--- src/rtl/vc_pkg.sv ---
// Shared definitions for the weighted round-robin VC arbiter.
package vc_pkg;

   localparam int unsigned NUM_VC_DEF = 4;
   localparam int unsigned DATA_W_DEF = 4;
   localparam int unsigned WGT_W_DEF  = 4;

   typedef enum logic {
      ST_IDLE,
      ST_SERVE
   } arb_state_e;

   // Ceiling log2, minimum 1 so a 2-channel arbiter still gets a 1-bit index.
   function automatic int unsigned clog2(input int unsigned n);
      int unsigned r;
      r = 1;
      for (int unsigned i = 1; i < 32; i++) begin
         if ((32'd1 << i) < n) r = i + 1;
      end
      return r;
   endfunction

endpackage

--- src/rtl/rr_pointer_pick.sv ---
// Rotating first-one finder: first set request at or after ptr, wrapping to 0.
module rr_pointer_pick
   import vc_pkg::*;
#(
   parameter int unsigned NUM_VC = NUM_VC_DEF
) (
   input  logic [NUM_VC-1:0]        req,
   input  logic [clog2(NUM_VC)-1:0] ptr,
   output logic [clog2(NUM_VC)-1:0] pick,
   output logic                     any
);

   localparam int unsigned IDX_W = clog2(NUM_VC);

   // Scan NUM_VC positions starting at ptr; the first hit wins.
   always_comb begin
      pick = '0;
      any  = 1'b0;
      for (int unsigned k = 0; k < NUM_VC; k++) begin
         int unsigned      idx;
         logic [IDX_W-1:0] idx_t;
         idx = 32'(ptr) + k;
         if (idx >= NUM_VC) idx = idx - NUM_VC;
         idx_t = IDX_W'(idx);
         if (!any && req[idx_t]) begin
            any  = 1'b1;
            pick = idx_t;
         end
      end
   end

endmodule

--- src/rtl/wrr_vc_arbiter.sv ---
// Weighted round-robin arbiter draining NUM_VC FWFT FIFOs into one output.
module wrr_vc_arbiter
   import vc_pkg::*;
#(
   parameter int unsigned NUM_VC = NUM_VC_DEF,
   parameter int unsigned DATA_W = DATA_W_DEF,
   parameter int unsigned WGT_W  = WGT_W_DEF
) (
   input  logic                      clk,
   input  logic                      rst,
   input  logic                      enb,
   input  logic [NUM_VC-1:0]         empty_vc,
   input  logic [NUM_VC*DATA_W-1:0]  data_vc,
   input  logic [NUM_VC*WGT_W-1:0]   weight_vc,
   input  logic                      out_full,
   output logic [NUM_VC-1:0]         pop_vc,
   output logic [DATA_W-1:0]         out_data,
   output logic                      out_valid,
   output logic [clog2(NUM_VC)-1:0]  grant_id,
   output logic                      busy
);

   localparam int unsigned IDX_W = clog2(NUM_VC);

   arb_state_e       state, state_nxt;
   logic [IDX_W-1:0] ptr, ptr_nxt, grant_nxt, grant_inc, pick;
   logic [WGT_W-1:0] credit, credit_nxt;
   logic [NUM_VC-1:0] eligible;
   logic             any, go, pop;

   // A channel competes only if it has data and a non-zero weight.
   always_comb begin
      for (int unsigned i = 0; i < NUM_VC; i++) begin
         eligible[i] = !empty_vc[i] && (weight_vc[i*WGT_W +: WGT_W] != '0);
      end
   end

   rr_pointer_pick #(
      .NUM_VC(NUM_VC)
   ) u_pick (
      .req  (eligible),
      .ptr  (ptr),
      .pick (pick),
      .any  (any)
   );

   assign go        = enb && !out_full;
   assign grant_inc = (grant_id == IDX_W'(NUM_VC - 1)) ? '0 : grant_id + IDX_W'(1);
   assign busy      = (state == ST_SERVE);

   // Next-state, credit, pointer and pop decode.
   always_comb begin
      state_nxt  = state;
      ptr_nxt    = ptr;
      grant_nxt  = grant_id;
      credit_nxt = credit;
      pop        = 1'b0;
      pop_vc     = '0;
      case (state)
         ST_IDLE: begin
            if (go && any) begin
               state_nxt  = ST_SERVE;
               grant_nxt  = pick;
               credit_nxt = weight_vc[32'(pick)*WGT_W +: WGT_W];
            end
         end
         ST_SERVE: begin
            if (go) begin
               if (!empty_vc[grant_id] && credit != '0) begin
                  pop        = !rst;
                  credit_nxt = credit - WGT_W'(1);
                  if (credit == WGT_W'(1)) begin
                     state_nxt = ST_IDLE;
                     ptr_nxt   = grant_inc;
                  end
               end else begin
                  // Channel ran dry (or no credit): end the turn, drop leftover credit.
                  state_nxt = ST_IDLE;
                  ptr_nxt   = grant_inc;
               end
            end
         end
         default: state_nxt = ST_IDLE;
      endcase
      pop_vc[grant_id] = pop;
   end

   // Arbitration state registers.
   always_ff @(posedge clk or posedge rst) begin
      if (rst) begin
         state    <= ST_IDLE;
         ptr      <= '0;
         grant_id <= '0;
         credit   <= '0;
      end else begin
         state    <= state_nxt;
         ptr      <= ptr_nxt;
         grant_id <= grant_nxt;
         credit   <= credit_nxt;
      end
   end

   // Output word register: captures the popped head word, valid for one cycle.
   always_ff @(posedge clk or posedge rst) begin
      if (rst) begin
         out_data  <= '0;
         out_valid <= 1'b0;
      end else begin
         out_valid <= pop;
         if (pop) out_data <= data_vc[32'(grant_id)*DATA_W +: DATA_W];
      end
   end

endmodule

--- config.mk ---
export PLATFORM = sky130hd
export DESIGN_NAME = wrr_vc_arbiter
export DESIGN_NICKNAME = d
export VERILOG_FILES = /design/src/rtl/vc_pkg.sv /design/src/rtl/rr_pointer_pick.sv /design/src/rtl/wrr_vc_arbiter.sv
export SDC_FILE = /design/constraint.sdc
export NUM_CORES = 1
export LEC_CHECK = 0
export CORE_ASPECT_RATIO = 1.5
export CORE_MARGIN = 5
export CORE_UTILIZATION = 45
export DETAILED_ROUTE_END_ITERATION = 8
export PLACE_DENSITY = 0.87
export SLEW_MARGIN = 20
export SYNTH_ARGS = -nofsm -noshare
export SYNTH_HDL_FRONTEND = slang
export SYNTH_SLANG_ARGS = --single-unit
--- constraint.sdc ---
create_clock -name clk -period 5.37 [get_ports clk]
set_input_delay 0.8055 -clock clk [delete_from_list [all_inputs] [get_ports clk]]
set_output_delay 0.8055 -clock clk [all_outputs]
set_load 0.02 [all_outputs]
run_1/io_fan.png
Bar = 20 um.
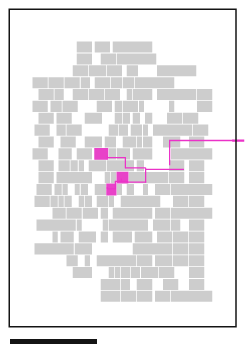
- magenta: enb (bits 1; direction input; edge east; end cells 3; buffers 1; wire 55.1 um)
Port-buffer cells: 51
num ports: 52

run_1/flops_by_reg.png
Other sequential cells in the stronger grey, the rest of the logic in the fainter grey.
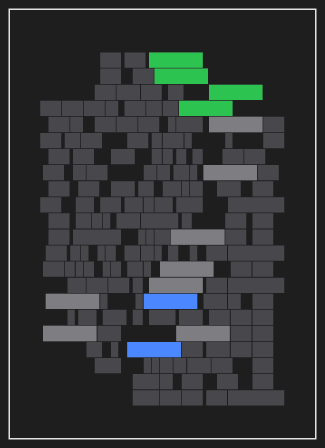
- blue: grant_id (flops 2)
- green: credit (flops 4; where north)
sequential cell area share: 0.204
Reg area: 350 um2

==> results.cfg, run 1 <==
; flow metrics
[place]
post-place-ws_ps = 1370
placedInstanceArea_um2 = 1700
dpl.hpwl_um = 3050
place_inst = 186
gp_congestion = 0.824

[synthesis]
top_logic_kind = multiplexers
edf_count = 0
postSynthSeqShare = 0.300
synthAdderAreaFrac = 0.0642
synth-async-reset-ratio = 1.00
ys_area_um2 = 1170
mux_area_frac = 0.273
synthCells = 113
top_area_cell = dfrtp_1
synth_nets = 159
yosysTopAreaCellShare = 0.300
ys_sh_simple = 0.154
flop_cell = dfrtp_1
syn_avg_cell_area_um2 = 10.3
xor_area_frac = 0
synth.area.top_cells = dfrtp_1 (30%), mux4_1 (9.0%), mux2_2 (8.7%)

[worst_setup_path]
path_cells = clkdlybuf4s50_1 > mux4_2 > a211o_4 > nor2_2 > and2_1 > clkdlybuf4s50_1
crit_required_ps = 4560
cp_top_family = buffers and inverters
cp-start-kind = input pin
end_kind = primary output
critPathBufInv = 2
max_stage_delay_ps = 600

[clock_network]
insertion_delay_ps = 280
cts_buffers = 3
cts_tree = done
cts_setup_buffers = 0
clock_sinks = 14
postCtsHoldBufs = 0
cts_max_level = 1
cts_resized = 0

[routing]
wl_um = 3540
vias = 1185
ant_nets = 0
route.detailed.drc = 0
wl_per_cell_um = 18.7

[floorplanning]
chipWidth_um = 51.6
die_h_um = 72.4
core_um2 = 2480
dieArea_um2 = 3740
initial_core_util = 0.472

[layout]
clock_area_frac = 0.0131
num_antenna_cells = 0
buf_share = 0.302
final_common_cell = clkdlybuf4s50_1
ff_count = 14
finish.utilization = 0.693
largest_cell_class = multi-input combinational cells
fillers = 191
mostFrequentLayoutCells = clkdlybuf4s50_1 (51), dfrtp_1 (14), inv_1 (10), mux2i_1 (9), mux2_2 (9)
comb_cells = 86
nClkBuffers = 3
logic_area_um2 = 759

[timing]
period_minus_slack_ps = 4010
fmax_mhz = 250
fin_crit_sh = 0.746
finalSetupViolCount = 0
timing_worst_slew_pin_value_ps = 709
rsz0062_at_grt = no
maxSlewHeadroom = 0.523
hold-worst-slack_ps = 514
finalClockSkew_ps = 1.55
slew_viol_final = 0
hold_violations = 0
final.setup.tns_ps = 0

[outcome]
status = finished clean

[flow_run]
warning_count = 30
cap_violations = 0

[hold_path]
hold_class = flip-flop to flip-flop

[pwr]
ir_drop_v = 0.000220
cellPowerDensity_nw_per_um2 = 381
p_leak_nw = 0.737

[global_routing]
grt_pass1_wl_um = 5620
grt_pass1_vias = 1253
run_1/layer_met2.png
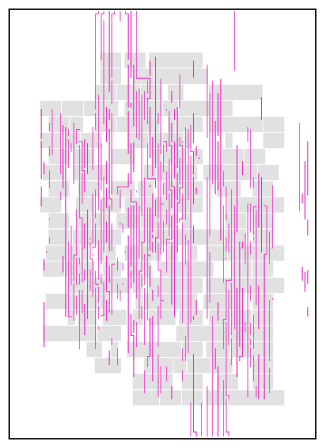
- share of all routed wire: 56%
- wire length on this layer: 1980 um
- nets with wire on the layer: 192
- main direction: vertical
- longest straight run: 32.6 um

[run 1: path summary, 6_finish.rpt]
| path | slack (ps) | cells after the start | start | endpoint |
|---|---|---|---|---|
| setup reg to reg | 2860 | 6 | grant_id[0]$_DFFE_PP0P_ | credit[3]$_DFFE_PP0P_ |
| min in group asynchronous | 940 | 2 | rst | out_data[2]$_DFFE_PP0P_ |
| hold / removal | 510 | 1 | out_data[0]$_DFFE_PP0P_ | out_data[0]$_DFFE_PP0P_ |
| hold reg to reg | 510 | 1 | out_data[0]$_DFFE_PP0P_ | out_data[0]$_DFFE_PP0P_ |
| max in group asynchronous | 4080 | 2 | rst | busy$_DFF_PP0_ |
| setup / recovery | 1360 | 6 | empty_vc[3] | pop_vc[1] |
[run 1: routing by layer]
layer | global-route usage | vias up | part of all wire
met5 | 0 | - | 0
met4 | 0.0991 | 0 | 0.034
met3 | 0.0472 | 16 | 0.092
met2 | 0.411 | 74 | 0.56
met1 | 0.169 | 556 | 0.31
li1 | - | 539 | -
[run 1: where the power goes]
| part | internal (mW) | switching [mW] |
|---|---|---|
| Clock | 0.0261 | 0.0312 |
| Sequential | 0.153 | 0.0692 |
| Combinational | 0.205 | 0.170 |
| Total | 0.384 | 0.271 |
[run 1: synth_stat cells, types with 2 or more instances]
master	number
mux4_1	4
mux2i_1	9
nand2_1	4
nor2_1	7
o21ai_0	5
nor3_1	5
and2_1	4
or4_4	2
o211a_1	2
inv_1	10
mux2_2	9
dfrtp_1	14
a21oi_1	4
ha_1	6
nor4_1	3
[run 1: flip-flops by register name (all words and copies together) (netlist names)]
| signal | flops |
|---|---|
| credit | 4 |
| out_data | 4 |
| grant_id | 2 |
| ptr | 2 |
| busy | 1 |
| out_valid | 1 |
==> run 2: changes to the inputs <==
--- a/config.mk
+++ b/config.mk
@@ -7,9 +7,9 @@
 export LEC_CHECK = 0
 export CORE_ASPECT_RATIO = 1.5
 export CORE_MARGIN = 5
-export CORE_UTILIZATION = 45
+export CORE_UTILIZATION = 42
 export DETAILED_ROUTE_END_ITERATION = 8
-export PLACE_DENSITY = 0.87
+export PLACE_DENSITY = 0.82
 export SLEW_MARGIN = 20
 export SYNTH_ARGS = -nofsm -noshare
 export SYNTH_HDL_FRONTEND = slang
==> constraint.sdc (replaced) <==
create_clock -name clk -period 4.1 [get_ports clk]
set_input_delay 0.615 -clock clk [delete_from_list [all_inputs] [get_ports clk]]
set_output_delay 0.615 -clock clk [all_outputs]
set_load 0.02 [all_outputs]
run_2/congestion.png
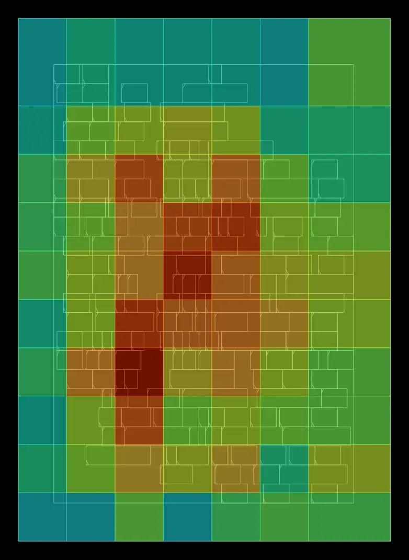
Total GRT Usage: 0.187
Global Route met3 Usage: 0.0461
Layout Utilization: 0.655
Wirelength per Cell: 16.8 um
busiest grt layer: met2

run_2/layer_met1.png
Supply wires on this layer in grey.
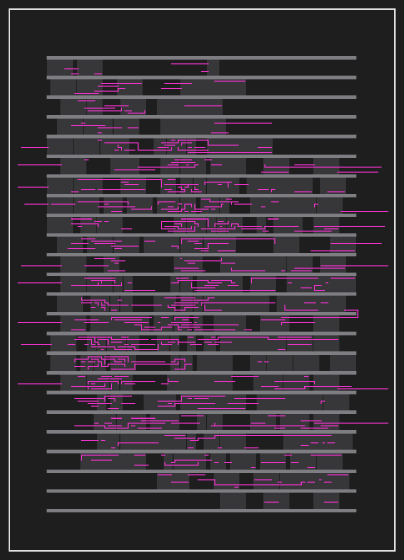
- longest straight run: 16.1 um
- wire length on this layer: 1160 um
- nets with wire on the layer: 179
WL final: 3400 um
DR vias: 1148
grt met1 use: 0.167

==> run 2 against run 1 <==
Net effect:
- total power increased by 35%
- setup slack got worse by 890 ps
- global-route usage decreased by 1.5 points
- sequential power increased by 28%
- highest routed layer unchanged
- cell area increased by 2.0%
- first-iteration DRC count decreased by 57%
- flip-flop count unchanged
- critical path type unchanged
- routed wire length decreased by 4.0%
- hold slack got worse by 12 ps
- sequential share of layout area decreased by 0.41 points
- register-to-register slack got worse by 1300 ps
- critical endpoint is now pop_vc[2]
==> results.cfg, run 2 <==
; flow metrics
[synthesis]
top_cell = dfrtp_1
synthCells = 113
yosysTopAreaCellShare = 0.300
flop_cell = dfrtp_1
syn_area_um2 = 1170
synth_nets = 159
ys_area_um2 = 1170
edf_count = 0
synth_cell_types = 40
postSynthSeqShare = 0.300
synth.area.top_cells = dfrtp_1 (30%), mux4_1 (9.0%), mux2_2 (8.7%)
ys_cells = 113
top_area_cell = dfrtp_1
synthTopCellsByCount = dfrtp_1 (14), inv_1 (10), mux2_2 (9), mux2i_1 (9), nor2_1 (7)
synth_flop_count = 14
synth-async-reset-ratio = 1.00
syn_avg_cell_area_um2 = 10.3

[timing]
finalSetupViolCount = 0
layout_setup_ws_ps = 469
fin_crit_sh = 0.886
slew_viol_final = 0
rsz0062_at_grt = no
period_minus_slack_ps = 3630
finalClockSkew_ps = 1.90
fmax_mhz = 275
maxSlewHeadroom = 0.525
hold_violations = 0
final.setup.tns_ps = 0
timing_worst_slew_pin_value_ps = 705

[floorplanning]
dieArea_um2 = 3960
die_h_um = 74.6
io_pins = 52
core_um2 = 2680
initial_core_util = 0.437
chipWidth_um = 53.1
fp-row-count = 23

[pwr]
p_seq_mw = 0.284
p_switching_mw = 0.348
clockPowerShare = 0.124
p_seq_frac = 0.323
ir_drop_v = 0.000263
power_mw = 0.882
top_power_group = combinational logic
cellPowerDensity_nw_per_um2 = 503
intPower_mw = 0.534
p_clk_mw = 0.110
p_leak_nw = 0.745
powerComb_mw = 0.488
switching_share = 0.394
share_comb_of_total_power = 0.553

[worst_setup_path]
cp_top_family = buffers and inverters
path_cells = clkdlybuf4s50_1 > mux4_2 > a211o_4 > nor2_2 > and2_1 > clkdlybuf4s50_1
cp-start-kind = input pin
critPathBufInv = 2
cp_common_cell = clkdlybuf4s50_1
max_stage_delay_ps = 600
end_kind = primary output
crit_slowest_cell = clkdlybuf4s50_1
crit_required_ps = 3480

[clock_network]
cts_buffer_depth = 2
insertion_delay_ps = 240
cts_resized = 0
cts_buffers = 3
cts_tree = done
cts_setup_buffers = 0
cts_max_level = 1
clock_sinks = 14
postCtsHoldBufs = 0

[routing]
route.detailed.drc = 0
ant_nets = 0
viasPerCell = 5.68

[global_routing]
grt_pass1_wl_um = 5420
grt_pass1_vias = 1292
antenna_found_initial = 0
gr-total-overflow = 0
grt_start_max_net_pins = 15

[layout]
drive_gt1_frac = 0.121
logic_area_um2 = 759
final_common_cell = clkdlybuf4s50_1
fillers = 237
reg_top3 = credit: 4 flops, out_data: 4 flops
num_antenna_cells = 0
fin_nets = 213
mostFrequentLayoutCells = clkdlybuf4s50_1 (51), dfrtp_1 (14), inv_1 (10), mux2i_1 (9), mux2_2 (9)
final-seq-area_um2 = 350

[place]
gp_congestion = 0.796
io_buffer_count = 51
post-place-ws_ps = 454
dpl.hpwl_um = 2780

[outcome]
status = finished clean

[flow_run]
warning_count = 30
cap_violations = 0

[hold_path]
hold_class = flip-flop to flip-flop
run_2/io_fan.png
Bar = 20 um.
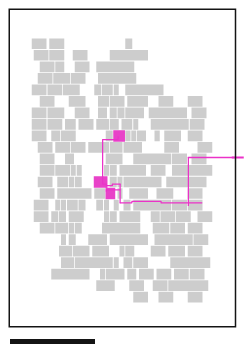
- magenta: enb (bits 1; direction input; edge east; end cells 3; buffers 1; wire 69.9 um)

run 2: worst register-to-register path, delay by kind of cell (launching register included):
kind	cells	cell delay [ps]
flip-flops	1	590
multiplexers	1	590
AND-OR/OR-AND	4	780
AND/OR/NAND/NOR	1	430
run 2: kinds of logic (layout without fill, tap and decap cells):
family	count (synthesis)	after routing	synth area share
adders and majority gates	6	6	0.0642
DFF	14	14	0.300
muxes	23	23	0.273
buffers and inverters	13	65	0.0503
and+or+nand+nor	32	32	0.154
AOI/OAI and AO/OA	25	25	0.158
run 2: per-layer routing:
layer	track usage	wire length, um
met1	0.167	1160
met2	0.370	1830
met3	0.0461	297
met4	0.0909	112
met5	0	0
run 2: area by class of cell:
cell class	count	share of cell area
multi-input combinational	86	0.433
timing repair buffer	52	0.296
sequential	14	0.200
tap	37	0.0264
clock buffer	3	0.0236
inverter	10	0.0214
run 2: worst paths after layout:
path,startpoint,to,slack (ps),cells after the start
worst min-delay path,out_data[2]$_DFFE_PP0P_,out_data[2]$_DFFE_PP0P_,500,1
max in group asynchronous,rst,credit[3]$_DFFE_PP0P_,3000,2
worst max register to register,grant_id[0]$_DFFE_PP0P_,credit[3]$_DFFE_PP0P_,1560,6
worst min register to register,out_data[2]$_DFFE_PP0P_,out_data[2]$_DFFE_PP0P_,500,1
worst max-delay path,empty_vc[3],pop_vc[2],470,6
min in group asynchronous,rst,busy$_DFF_PP0_,760,2
run 2: metrics by stage:
step	area (um2)	hold slack, ps	instances
after floorplan	1170	488	113
after global placement	1710	491	199
after detailed placement	1710	496	199
after CTS	1750	508	202
after global routing	1750	531	202
final	1750	502	202
Power is estimated from default activity; no workload was simulated.
